**Cell classes on the final placement**

Fill, decap, tap and diode cells in grey.
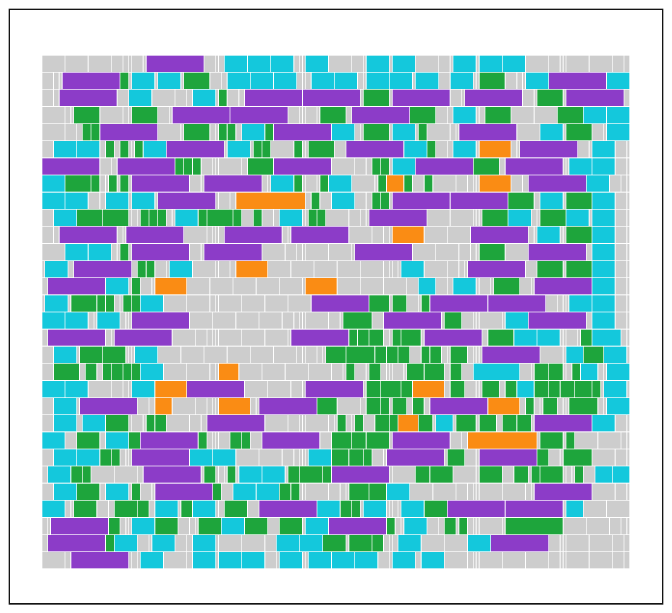
**Met3 routing**

The bar under the picture is 20 microns long.
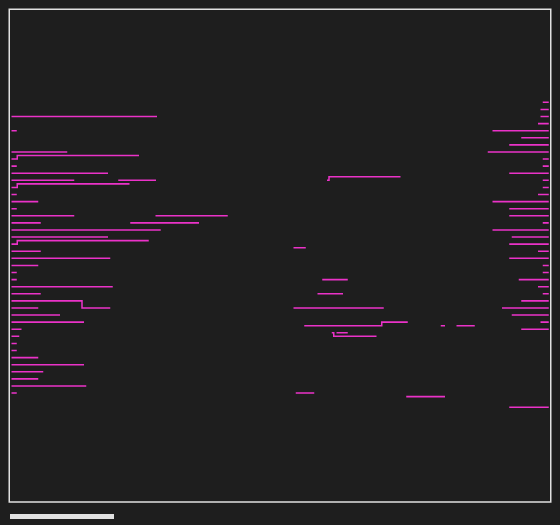
**Routed metal per tile**

The bar under the picture is 20 microns long. The die is cut into 21 by 19 equal tiles; dark blue is low, red is high, scaled to the fullest tile. Values are wire area over tile area, all layers added.
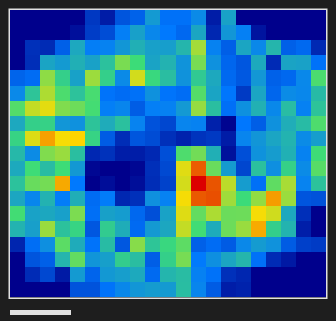
### src/rtl/mem_arbiter_pkg.sv
// -----------------------------------------------------------------------------
// mem_arbiter_pkg
//   Shared definitions for the instruction/data memory arbiter: the arbiter
//   state type, the default address/data widths and the default ack timeout.
//
//   Contents:
//     ARB_AW_DEFAULT        default address width (bits)
//     ARB_DW_DEFAULT        default data width (bits)
//     ARB_MAX_WAIT_DEFAULT  default number of busy cycles tolerated without ack
//     ARB_WAIT_W            width of the wait counter (covers MAX_WAIT up to 255)
//     arb_state_t           IDLE / IBUSY / DBUSY / ERR
//     arb_is_busy()         true while an access is outstanding on the bus
// -----------------------------------------------------------------------------
package mem_arbiter_pkg;

    localparam int ARB_AW_DEFAULT       = 16;
    localparam int ARB_DW_DEFAULT       = 16;
    localparam int ARB_MAX_WAIT_DEFAULT = 15;
    localparam int ARB_WAIT_W           = 8;

    typedef enum logic [1:0] {
        IDLE  = 2'd0,
        IBUSY = 2'd1,
        DBUSY = 2'd2,
        ERR   = 2'd3
    } arb_state_t;

    function automatic logic arb_is_busy(input arb_state_t s);
        return (s == IBUSY) || (s == DBUSY);
    endfunction

endpackage

### src/rtl/mem_arbiter.sv
// -----------------------------------------------------------------------------
// mem_arbiter
//   Shares one single-ported memory between the instruction-fetch stage and the
//   data-memory stage of a pipelined CPU. Data requests win over fetches when
//   both are pending. One access is in flight at a time; it is granted in IDLE,
//   held on the memory bus until mem_ack, and completed with a one-cycle valid
//   pulse on the requesting side. An access that waits MAX_WAIT busy cycles
//   without ack locks the arbiter in ERR with bus_err set until reset.
//
//   Parameters:
//     AW        address width
//     DW        data width
//     MAX_WAIT  busy cycles tolerated without mem_ack (1..255)
//
//   Ports:
//     clk, rst_n       clock (rising edge), asynchronous active-low reset
//     hlt              CPU halt: no new grants while high
//     i_req, i_addr    fetch request and address
//     i_rdata, i_valid fetched word and its one-cycle valid pulse
//     d_req, d_we      data request, 1 = write / 0 = read
//     d_addr, d_wdata  data address and write data
//     d_rdata, d_valid read data and one-cycle completion pulse
//     stall            pipeline freeze to the CPU
//     mem_req, mem_we  memory request (held until ack) and write enable
//     mem_addr         memory address
//     mem_wdata        memory write data
//     mem_rdata        memory read data
//     mem_ack          one-cycle memory completion
//     bus_err          sticky timeout flag
// -----------------------------------------------------------------------------
module mem_arbiter
    import mem_arbiter_pkg::*;
#(
    parameter int AW       = ARB_AW_DEFAULT,
    parameter int DW       = ARB_DW_DEFAULT,
    parameter int MAX_WAIT = ARB_MAX_WAIT_DEFAULT
) (
    input  logic          clk,
    input  logic          rst_n,
    input  logic          hlt,
    input  logic          i_req,
    input  logic [AW-1:0] i_addr,
    output logic [DW-1:0] i_rdata,
    output logic          i_valid,
    input  logic          d_req,
    input  logic          d_we,
    input  logic [AW-1:0] d_addr,
    input  logic [DW-1:0] d_wdata,
    output logic [DW-1:0] d_rdata,
    output logic          d_valid,
    output logic          stall,
    output logic          mem_req,
    output logic          mem_we,
    output logic [AW-1:0] mem_addr,
    output logic [DW-1:0] mem_wdata,
    input  logic [DW-1:0] mem_rdata,
    input  logic          mem_ack,
    output logic          bus_err
);

    localparam logic [ARB_WAIT_W-1:0] WAIT_LIMIT     = ARB_WAIT_W'(MAX_WAIT);
    localparam logic [ARB_WAIT_W-1:0] WAIT_LAST_BUSY = ARB_WAIT_W'(MAX_WAIT - 1);

    arb_state_t            state;
    logic [ARB_WAIT_W-1:0] wait_cnt;
    logic                  valid_now;

    assign valid_now = i_valid | d_valid;

    // A pending request is released in the cycle its result is presented.
    // The rst_n term keeps stall low while reset is held, so every output
    // reads zero during reset even if the CPU keeps a request asserted.
    assign stall = rst_n & (((i_req | d_req) & ~valid_now)
                            | arb_is_busy(state)
                            | (state == ERR));

    // mem_req and mem_we are kept as registers that mirror the busy state:
    // mem_req is high exactly in IBUSY/DBUSY, and mem_we carries the latched
    // d_we only while a data access is on the bus.
    always_ff @(posedge clk or negedge rst_n) begin
        // NOTE: every output register sits in the async reset branch so the
        // memory bus and both result ports read zero the instant rst_n falls.
        if (!rst_n) begin
            state     <= IDLE;
            wait_cnt  <= '0;
            i_rdata   <= '0;
            i_valid   <= 1'b0;
            d_rdata   <= '0;
            d_valid   <= 1'b0;
            mem_req   <= 1'b0;
            mem_we    <= 1'b0;
            mem_addr  <= '0;
            mem_wdata <= '0;
            bus_err   <= 1'b0;
        end else begin
            // NOTE: non-blocking assignments throughout; the defaults below are
            // overridden later in the block, so valid pulses last one cycle.
            i_valid <= 1'b0;
            d_valid <= 1'b0;

            unique case (state)
                IDLE: begin
                    // mem_ack is deliberately not looked at here.
                    if (!hlt && (d_req || i_req)) begin
                        mem_req  <= 1'b1;
                        mem_addr <= d_req ? d_addr : i_addr;
                        mem_we   <= d_req & d_we;
                        if (d_req) begin
                            mem_wdata <= d_wdata;
                        end
                        wait_cnt <= '0;
                        state    <= d_req ? DBUSY : IBUSY;
                    end
                end

                IBUSY, DBUSY: begin
                    if (mem_ack) begin
                        mem_req <= 1'b0;
                        mem_we  <= 1'b0;
                        state   <= IDLE;
                        if (state == DBUSY) begin
                            d_valid <= 1'b1;
                            // Writes leave the previous read data visible.
                            if (!mem_we) begin
                                d_rdata <= mem_rdata;
                            end
                        end else begin
                            i_valid <= 1'b1;
                            i_rdata <= mem_rdata;
                        end
                    end else if (wait_cnt == WAIT_LAST_BUSY) begin
                        // This was the MAX_WAIT-th busy cycle without ack.
                        wait_cnt <= WAIT_LIMIT;
                        mem_req  <= 1'b0;
                        mem_we   <= 1'b0;
                        bus_err  <= 1'b1;
                        state    <= ERR;
                    end else begin
                        wait_cnt <= wait_cnt + 1'b1;
                    end
                end

                ERR: begin
                    // Terminal until reset; mem_ack and requests are ignored.
                end

                default: state <= IDLE;
            endcase
        end
    end

endmodule

### config.mk
export PLATFORM = sky130hd
export DESIGN_NAME = mem_arbiter
export DESIGN_NICKNAME = d
export VERILOG_FILES = /design/src/rtl/mem_arbiter_pkg.sv /design/src/rtl/mem_arbiter.sv
export SDC_FILE = /design/constraint.sdc
export NUM_CORES = 1
export LEC_CHECK = 0
export CAP_MARGIN = 20
export CORE_ASPECT_RATIO = 0.9
export CORE_MARGIN = 5
export CORE_UTILIZATION = 43
export DETAILED_ROUTE_END_ITERATION = 8
export PLACE_DENSITY = 0.83
export SYNTH_ARGS = -nofsm -noshare
export SYNTH_HDL_FRONTEND = slang
export SYNTH_SLANG_ARGS = --single-unit
export TNS_END_PERCENT = 5
### constraint.sdc
create_clock -name clk -period 2.2 [get_ports clk]
set_input_delay 0.33 -clock clk [delete_from_list [all_inputs] [get_ports clk]]
set_output_delay 0.33 -clock clk [all_outputs]
set_load 0.005 [all_outputs]
==> ci_impl_report.md <==
## Implementation flow summary

| Metric | Value |
|---|---|
| Number of warning messages in the logs | `29` |
| P_seq | `approximately 2.5 mW` |
| Number of multi-input logic gates | `195` |
| Worst endpoint required time | `between 1500 and 2000 ps` |
| Area used by sequential logic in the layout | `0.00198 sq mm` |
| Non-clock buffers, area share | `28.5%` |
| Detailed route wirelength on metal3 | `between 600 and 700 microns` |
| Total clock network power | `1.22 mW` |
| NetSw | `2.22 mW` |
| Worst-Skew Late Latency | `between 300 and 400 ps` |
| Worst path depth | `4` |
| Synth logic family | `multiplexers` |
| Worst EP arrival | `1510 ps` |
| Worst slack at placement | `around 100 ps` |
| Sequential area share after synthesis | `between 50 and 60%` |
| Met2 GRT Util | `slightly below 30%` |
| End point of the critical path | `stall` |
| Result of the run | `complete, no violations` |
| Area of the chip | `around 0.0098 sq mm` |
| Tightest hold margin | `roughly 240 ps` |
| Routed vias/inst | `5.03` |
| Post-CTS Hold Buffers | `0` |
| Most frequently used cell type in the post-synthesis netlist | `sky130_fd_sc_hd__dfrtp_1` |
| Count of flip-flops with a built-in enable after synthesis | `0` |
| Non-clock buffer count in the final layout | `roughly 150` |
| Group drawing the most power | `combinational cells` |
| Setup repair after global routing missed its margin | `false` |
| Aggregate negative setup slack | `0 ps` |
| Most used cells in the layout excluding fill and tap cells | `sky130_fd_sc_hd__clkdlybuf4s50_1 (138), sky130_fd_sc_hd__dfrtp_1 (79), sky130_fd_sc_hd__nand2_1 (51), sky130_fd_sc_hd__mux2_2 (32)` |
| Global-route wire length before repair | `roughly 14000 microns` |
| Sort of element at the start of the critical path | `register` |
| Number of flip-flops and latches | `79` |
| Mean post-synth cell area | `approximately 11 sq um` |
| DPL Wire Length | `~6400 microns` |
| Number of buffers created by CTS | `9` |
| Adder share | `1.85%` |
| DRC violations left | `0` |
| Count of maximum capacitance violations | `0` |
| Gr ovfl total | `0` |
| Yosys stat area | `0.00339 sq mm` |
| Max stage delay cell, worst path | `sky130_fd_sc_hd__dfrtp_1` |
| Number of buffers and inverters on the critical path | `2` |
| Most area-hungry cell type in the Yosys netlist | `sky130_fd_sc_hd__dfrtp_1` |
| Most crowded layer after global routing | `met2` |
| Final setup violation count | `0` |
| Final setup skew | `5.05 ps` |
| Number of different library cells in the post-synthesis netlist | `roughly 42` |
| Peak per-stage delay on the critical path | `~400 ps` |
| Crit path max fanout | `7` |
| ANT nets after route | `0` |
| Reg2Reg Capture Point | `mem_wdata[4]$_DFFE_PN0P_` |
| TritonRoute pass-1 iters | `4` |
| TritonCTS clock tree | `done` |
| Cell at the root of the clock tree | `sky130_fd_sc_hd__clkbuf_8` |
| Synth Instances | `between 200 and 300` |
| Critical Setup Path Class | `register to primary output` |
| Routability-driven placement congestion ratio | `0.834` |
| XOR/XNOR Area Share | `0%` |
-- 'cell classes on the final placement' (at the start) --
orange -> clock drivers and dummy loads  # cells 16, share of their area 4.6%
cyan -> other buffers and delay cells  # cells 148, share of their area 29%
green -> all other logic  # cells 205, share of their area 27%
purple -> flip-flops  # cells 79, share of their area 39%
post-route cell area: 0.00517 sq mm
area of the placeable core: 0.00762 sq mm
share of the final layout cell area in sequential cells: 38.3%
Layout Utilization: 67.8%
standard-cell row count: 30

-- 'met3 routing' (at the start) --
share of all routed wire = 7.3%
wire length on this layer = 639 microns
vias post-DR: 2735
GR met3 Demand/Resource: 7.70%

-- 'routed metal per tile' (at the start) --
nearly empty tiles = 12%
fullest tile = 0.47
densest ninth of the die = middle left
tiles over half the peak = 18%
routed length per instance: 16.0 microns
Routed Wire Length: 8720 microns
aggregate global-route resource usage: 17.6%

Power is estimated from default activity; no workload was simulated.
